Fig. 1: run 1, nets reached from selected ports
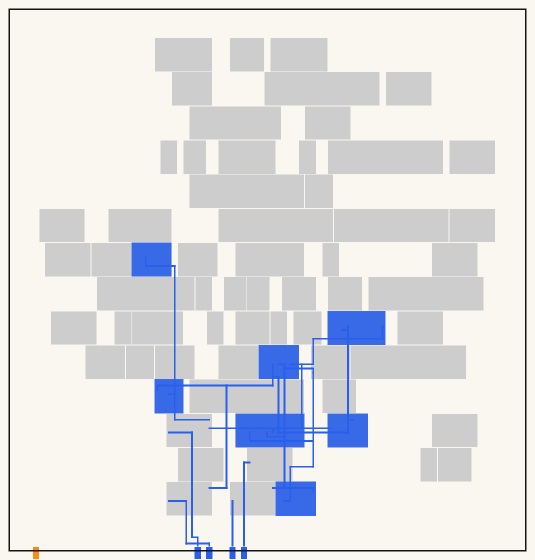
Fig. 2: run 1, wiring heat map
8 x 9 tiles, from black (low) to pale yellow (high), scaled to the fullest tile. Values are wire area over tile area, all layers added.
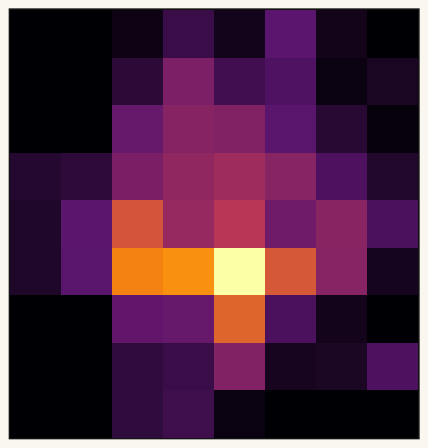
Fig. 3: run 1, met3 routing
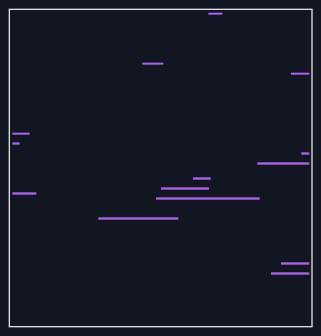
==> config.mk <==
export PLATFORM = sky130hd
export DESIGN_NAME = light_fsm
export DESIGN_NICKNAME = d
export VERILOG_FILES = /design/src/rtl/light_fsm.sv
export SDC_FILE = /design/constraint.sdc
export NUM_CORES = 1
export LEC_CHECK = 0
export CORE_AREA = 2 2 39 41
export CTS_CLUSTER_SIZE = 28
export DETAILED_ROUTE_END_ITERATION = 7
export DIE_AREA = 0 0 41 43
export GPL_TIMING_DRIVEN = 0
export PLACE_DENSITY = 0.7
export SETUP_SLACK_MARGIN = 0.02
export SKIP_CTS_REPAIR_TIMING = 1
export SLEW_MARGIN = 0
export SYNTH_ARGS = -nofsm -noshare
export SYNTH_HDL_FRONTEND = slang
export SYNTH_SLANG_ARGS = --single-unit
==> constraint.sdc <==
create_clock -name clk -period 3.1 [get_ports clk]
set_clock_uncertainty 0.05 [all_clocks]
set_input_delay 0.62 -clock clk [delete_from_list [all_inputs] [get_ports clk]]
set_output_delay 0.62 -clock clk [all_outputs]
set_load 0.02 [all_outputs]
==> GITHUB_STEP_SUMMARY, run 1 <==
### Yosys + OpenROAD results

| Metric | Value |
|---|---|
| Status | completed |
| Worst vdd ir | 0.162 mV |
| Clock power frac | 30.2% |
| Hold Path Class | in2async |
| Synth Seq Share | 41.0% |
| Vias in the first global route | 380 |
| P_leak | 0.344 nW |
| Routability congestion estimate | 0.846 |
| Syn_area_per_cell | 10.8 um^2 |
| Synthesized cell area | 488 um^2 |
| Pwr dens | 363 nW/um^2 |
| Syn Nets | 55 |
| DRT Pass-1 Iters | 4 |
| Dpl cells | 78 |
| Layout fillers | 129 |
| Core Box Area | 1380 um^2 |
| CP arrival | 2.34 ns |
| Total combinational power | 68.7 uW |
| Final Cell Area | 728 um^2 |
| CTS tree | yes |
| Synth Register Bits | 8 |
| HPWL Detailed | 827 um |
| Clock Power | 79.8 uW |
| Switching Share | 27.5% |
| First-pass GRT wire length | 1.62 mm |
| Area Overhead vs Synth | 49.2% |
| Area leader share | 41.0% |
| Unrepaired setup endpoints after global routing | yes |
| # diodes | 0 |
| Top cells by area | dfrtp_1, nor2b_1, a31oi_4, a2bb2o_4, and3b_1 |
| Slack of the worst reg-to-reg path | 1.38 ns |
| Crit share post-route | 96.9% |
| Seq power | 116 uW |
| Die width | 41 um |
| Initial antenna violation count | 0 |
| Pre-CTS setup slack | -0.361 ns |
| Number of buffers created by CTS | 3 |
| Antenna-violating nets left | 0 |
| Largest net degree at the start of global routing | 10 |
| Remaining DRCs | 0 |
| Post-Synth XOR/XNOR Area | 0% |
| Die Span Y | 43 um |
| MUX area fraction | 0% |
| Detailed Route Iter0 Violations | 4 |
| Die Size | 1760 um^2 |
| Log Warnings | 28 |
About Fig. 1:
ped_req -> orange  # direction input, end cells 0, buffers 0
sec_t -> blue  # direction input, end cells 7, buffers 4, wire 151 um
PortBufs: 17
boundary pin count: 20

About Fig. 2:
nearly empty tiles = 25%
tiles over half the peak = 8.3%
mean over tiles = 0.099
fullest tile = 0.50
DRT Wirelength: 1.07 mm
WL/cell: 13.2 um
GRT Total Usage: 14.5%
vias post-DR: 422

About Fig. 3:
share of all routed wire = 5.7%
nets with wire on the layer = 12
grt met3 use: 3.14%

run 1: critical path, stage by stage:
cell	delay [ns]
clkdlybuf4s50_1	0.58
and3b_1	0.20
o21a_1	0.19
o2111ai_2	0.24
nor2b_2	0.24
dlymetal6s2s_1	0.25
run 1: routing by layer:
metal / track usage (%) / up-vias / routed length, um
met3: 3.14 / 4 / 60
met2: 22.5 / 16 / 561
li1: - / 202 / -
met5: 0 / - / 0
met1: 15.7 / 200 / 405
met4: 12.0 / 0 / 39
run 1: synthesized netlist by cell type:
cell,count
a21o_2,1
a21oi_1,1
a22oi_1,1
a2bb2o_4,1
a311oi_1,1
a31oi_4,1
and2b_2,1
and3b_1,2
buf_4,1
conb_1,2
dfrtp_1,8
inv_1,3
nand2_1,1
nand2b_1,1
nand3_1,1
nand4_1,1
nand4b_1,1
nor2_1,2
nor2b_1,4
nor2b_2,1
nor2b_4,1
nor3b_1,1
nor4b_1,2
nor4bb_1,1
o2111ai_2,1
o21a_1,1
o21ai_1,2
or3b_4,1
run 1: layout by cell type (no fill, tap or decap), drive strengths merged:
cell type and n:
clkdlybuf4s50 14, dfrtp 8, nor2b 6, inv 3, clkbuf 3, dlymetal6s2s 3, and3b 2, nor2 2
conb 2, nor4b 2, o21ai 2, a21o 1, nand2b 1, nor3b 1, o21a 1, nand3 1
a21oi 1, nor4bb 1, a22oi 1, o2111ai 1, or3b 1, and2b 1, nand4 1, a31oi 1
a311oi 1, nand4b 1, nand2 1, a2bb2o 1, buf 1
run 1: layout make-up:
type / instances / area [um^2] / share of cell area [%]
inverter: 3 / 11.3 / 1.55
multi-input combinational: 33 / 289 / 39.7
timing repair buffer: 17 / 178 / 24.4
tap: 16 / 20.0 / 2.75
clock buffer: 3 / 22.5 / 3.09
sequential: 8 / 200 / 27.5
buffer: 1 / 7.51 / 1.03
Fig. 4: run 1, placement density heat map
8 x 9 tiles, from black (low) to pale yellow (high), 0 to 100% covered.
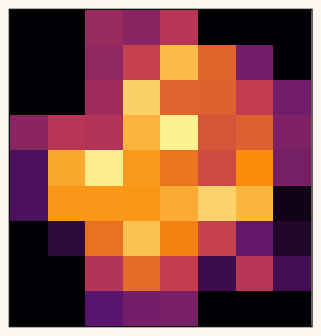

## Run 2: what changed since run 1
--- a/config.mk
+++ b/config.mk
@@ -5,12 +5,12 @@
 export SDC_FILE = /design/constraint.sdc
 export NUM_CORES = 1
 export LEC_CHECK = 0
-export CORE_AREA = 2 2 39 41
+export CORE_MARGIN = 1.5
+export CORE_UTILIZATION = 35
 export CTS_CLUSTER_SIZE = 28
 export DETAILED_ROUTE_END_ITERATION = 7
-export DIE_AREA = 0 0 41 43
 export GPL_TIMING_DRIVEN = 0
-export PLACE_DENSITY = 0.7
+export PLACE_DENSITY = 0.67
 export SETUP_SLACK_MARGIN = 0.02
 export SKIP_CTS_REPAIR_TIMING = 1
 export SLEW_MARGIN = 0
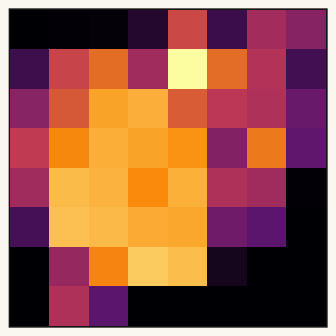
Fig. 5. Placement density heat map (run 2).
8 x 8 tiles, from black (low) to pale yellow (high), 0 to 100% covered.
densest ninth of the die = center
emptiest ninth of the die = lower right
nearly empty tiles = 22%
fullest tile = 99%
tiles over 75% full = 23%
Finished Core Util: 55.0%
FP Util: 37.5%
Core Box Area: 1300 um^2

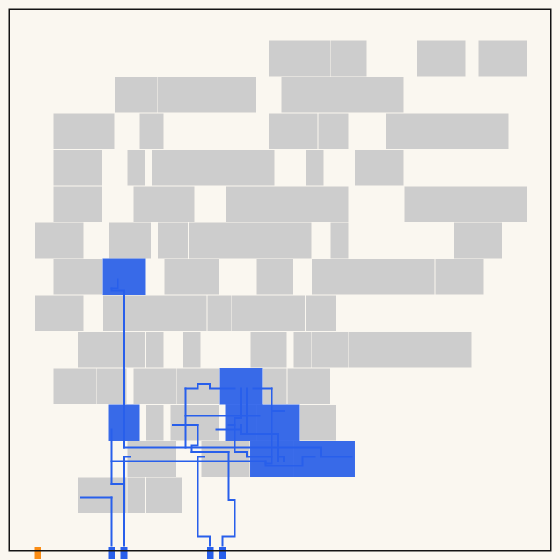
Fig. 6. Nets reached from selected ports (run 2).
ped_req -> orange  # direction input, end cells 0, buffers 0
sec_t -> blue  # direction input, end cells 7, buffers 4, wire 133 um

==> run 2 against run 1 <==
Sequential power is essentially flat. Count of clock-buffer cells in the layout did not move. Hold slack lost 0.0025 ns. Power decreased by 0.87%. Area after synthesis did not move. Largest cell class unchanged. Critical endpoint unchanged. Largest power group unchanged.
==> GITHUB_STEP_SUMMARY, run 2 <==
### Yosys + OpenROAD results

| Metric | Value |
|---|---|
| Pwr dens | 366 nW/um^2 |
| Unrepaired setup endpoints after global routing | yes |
| Final Cell Area | 716 um^2 |
| Detailed Route Iter0 Violations | 6 |
| Antenna-violating nets left | 0 |
| Largest net degree at the start of global routing | 10 |
| Synth Seq Share | 41.0% |
| Area leader share | 41.0% |
| Die Span Y | 40.3 um |
| Top cells by count | dfrtp_1, nor2b_1, inv_1 |
| Worst vdd ir | 0.181 mV |
| Status | completed |
| Dominant flop cell | dfrtp_1 |
| Hold Path Class | in2async |
| Dpl cells | 77 |
| Syn_area_per_cell | 10.8 um^2 |
| Commonest Layout Cell | clkdlybuf4s50_1 |
| WL/cell | 13.0 um |
| Pre-CTS setup slack | -0.353 ns |
| GRT Total Usage | 14.4% |
| P_leak | 0.340 nW |
| Vias in the first global route | 341 |
| Initial antenna violation count | 0 |
| Crit path cell chain | clkdlybuf4s50_1, nor4b_1, a22oi_1, o2111ai_2, nor2b_1, dlymetal6s2s_1 |
| CP arrival | 2.41 ns |
| CP max-delay cell | clkdlybuf4s50_1 |
| Dominant logic cell types in the final layout | clkdlybuf4s50_1, dfrtp_1, nor2b_1 |
| Count leader, synth | dfrtp_1 |
| Routability congestion estimate | 0.729 |
| Synthesized cell area | 488 um^2 |
| # diodes | 0 |
| Syn Nets | 55 |
| Die Size | 1630 um^2 |
| DRT Pass-1 Iters | 4 |
| CTS tree | yes |
| Crit share post-route | 99.3% |
| Synth Register Bits | 8 |
| Post-synth EDFFs | 0 |
| FFs w/ async S/R, synth | 100% |
| Number of buffers created by CTS | 3 |
| CP max stage delay | 0.55 ns |
| Slack of the worst reg-to-reg path | 1.34 ns |
| Remaining DRCs | 0 |
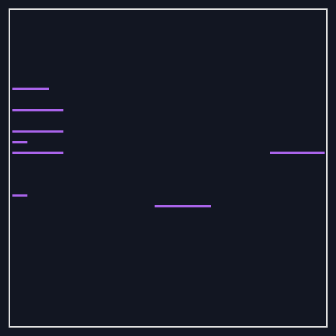
Fig. 7. Met3 routing (run 2).
main direction = horizontal
nets with wire on the layer = 8
wire length on this layer = 39.8 um
share of all routed wire = 3.8%
vias post-DR: 401
grt met3 use: 1.67%
DRT Wirelength: 1.04 mm

run 2: cells by family (layout without fill, tap and decap cells):
kind of cell,Yosys count,count (layout),share of synthesized area (%)
other cells,2,2,1.54
flops,8,8,41.0
simple gates,21,21,32.3
compound gates,10,10,21.3
buf+inv,4,24,3.85
run 2: worst max-delay path, delay by kind of cell:
family / cells / cell delay [ns]
compound gates: 2 / 0.28
buf+inv: 2 / 0.83
simple gates: 2 / 0.68
run 2: area by class of cell:
cell class                      instances  area [um^2]
Tap cell                               15         18.8
Sequential cell                         8          200
Clock buffer                            3         22.5
Timing Repair Buffer                   17          178
Fill cell                             135          586
Inverter                                3         11.3
Multi-Input combinational cell         33          278
Buffer                                  1         7.51
run 2: report_power, final:
group,internal (mW),leakage (nW),switching (mW)
combinational,0.0364,0.225,0.0312
clock,0.0443,0.0138,0.0348
sequential,0.110,0.102,0.00523
total,0.191,0.340,0.0712
run 2: routing by layer:
metal  routed length (um)  up-vias  GRT usage (%)  share of wire (%)
met5                    0        -              0                  0
met4                    0        0           10.0                  0
met3                   39        0           1.67                3.8
met2                  511        9           21.0                 49
met1                  488      190           19.5                 47
li1                     -      202              -                  -
No activity file was given, so power comes from the tool's default toggle rates.
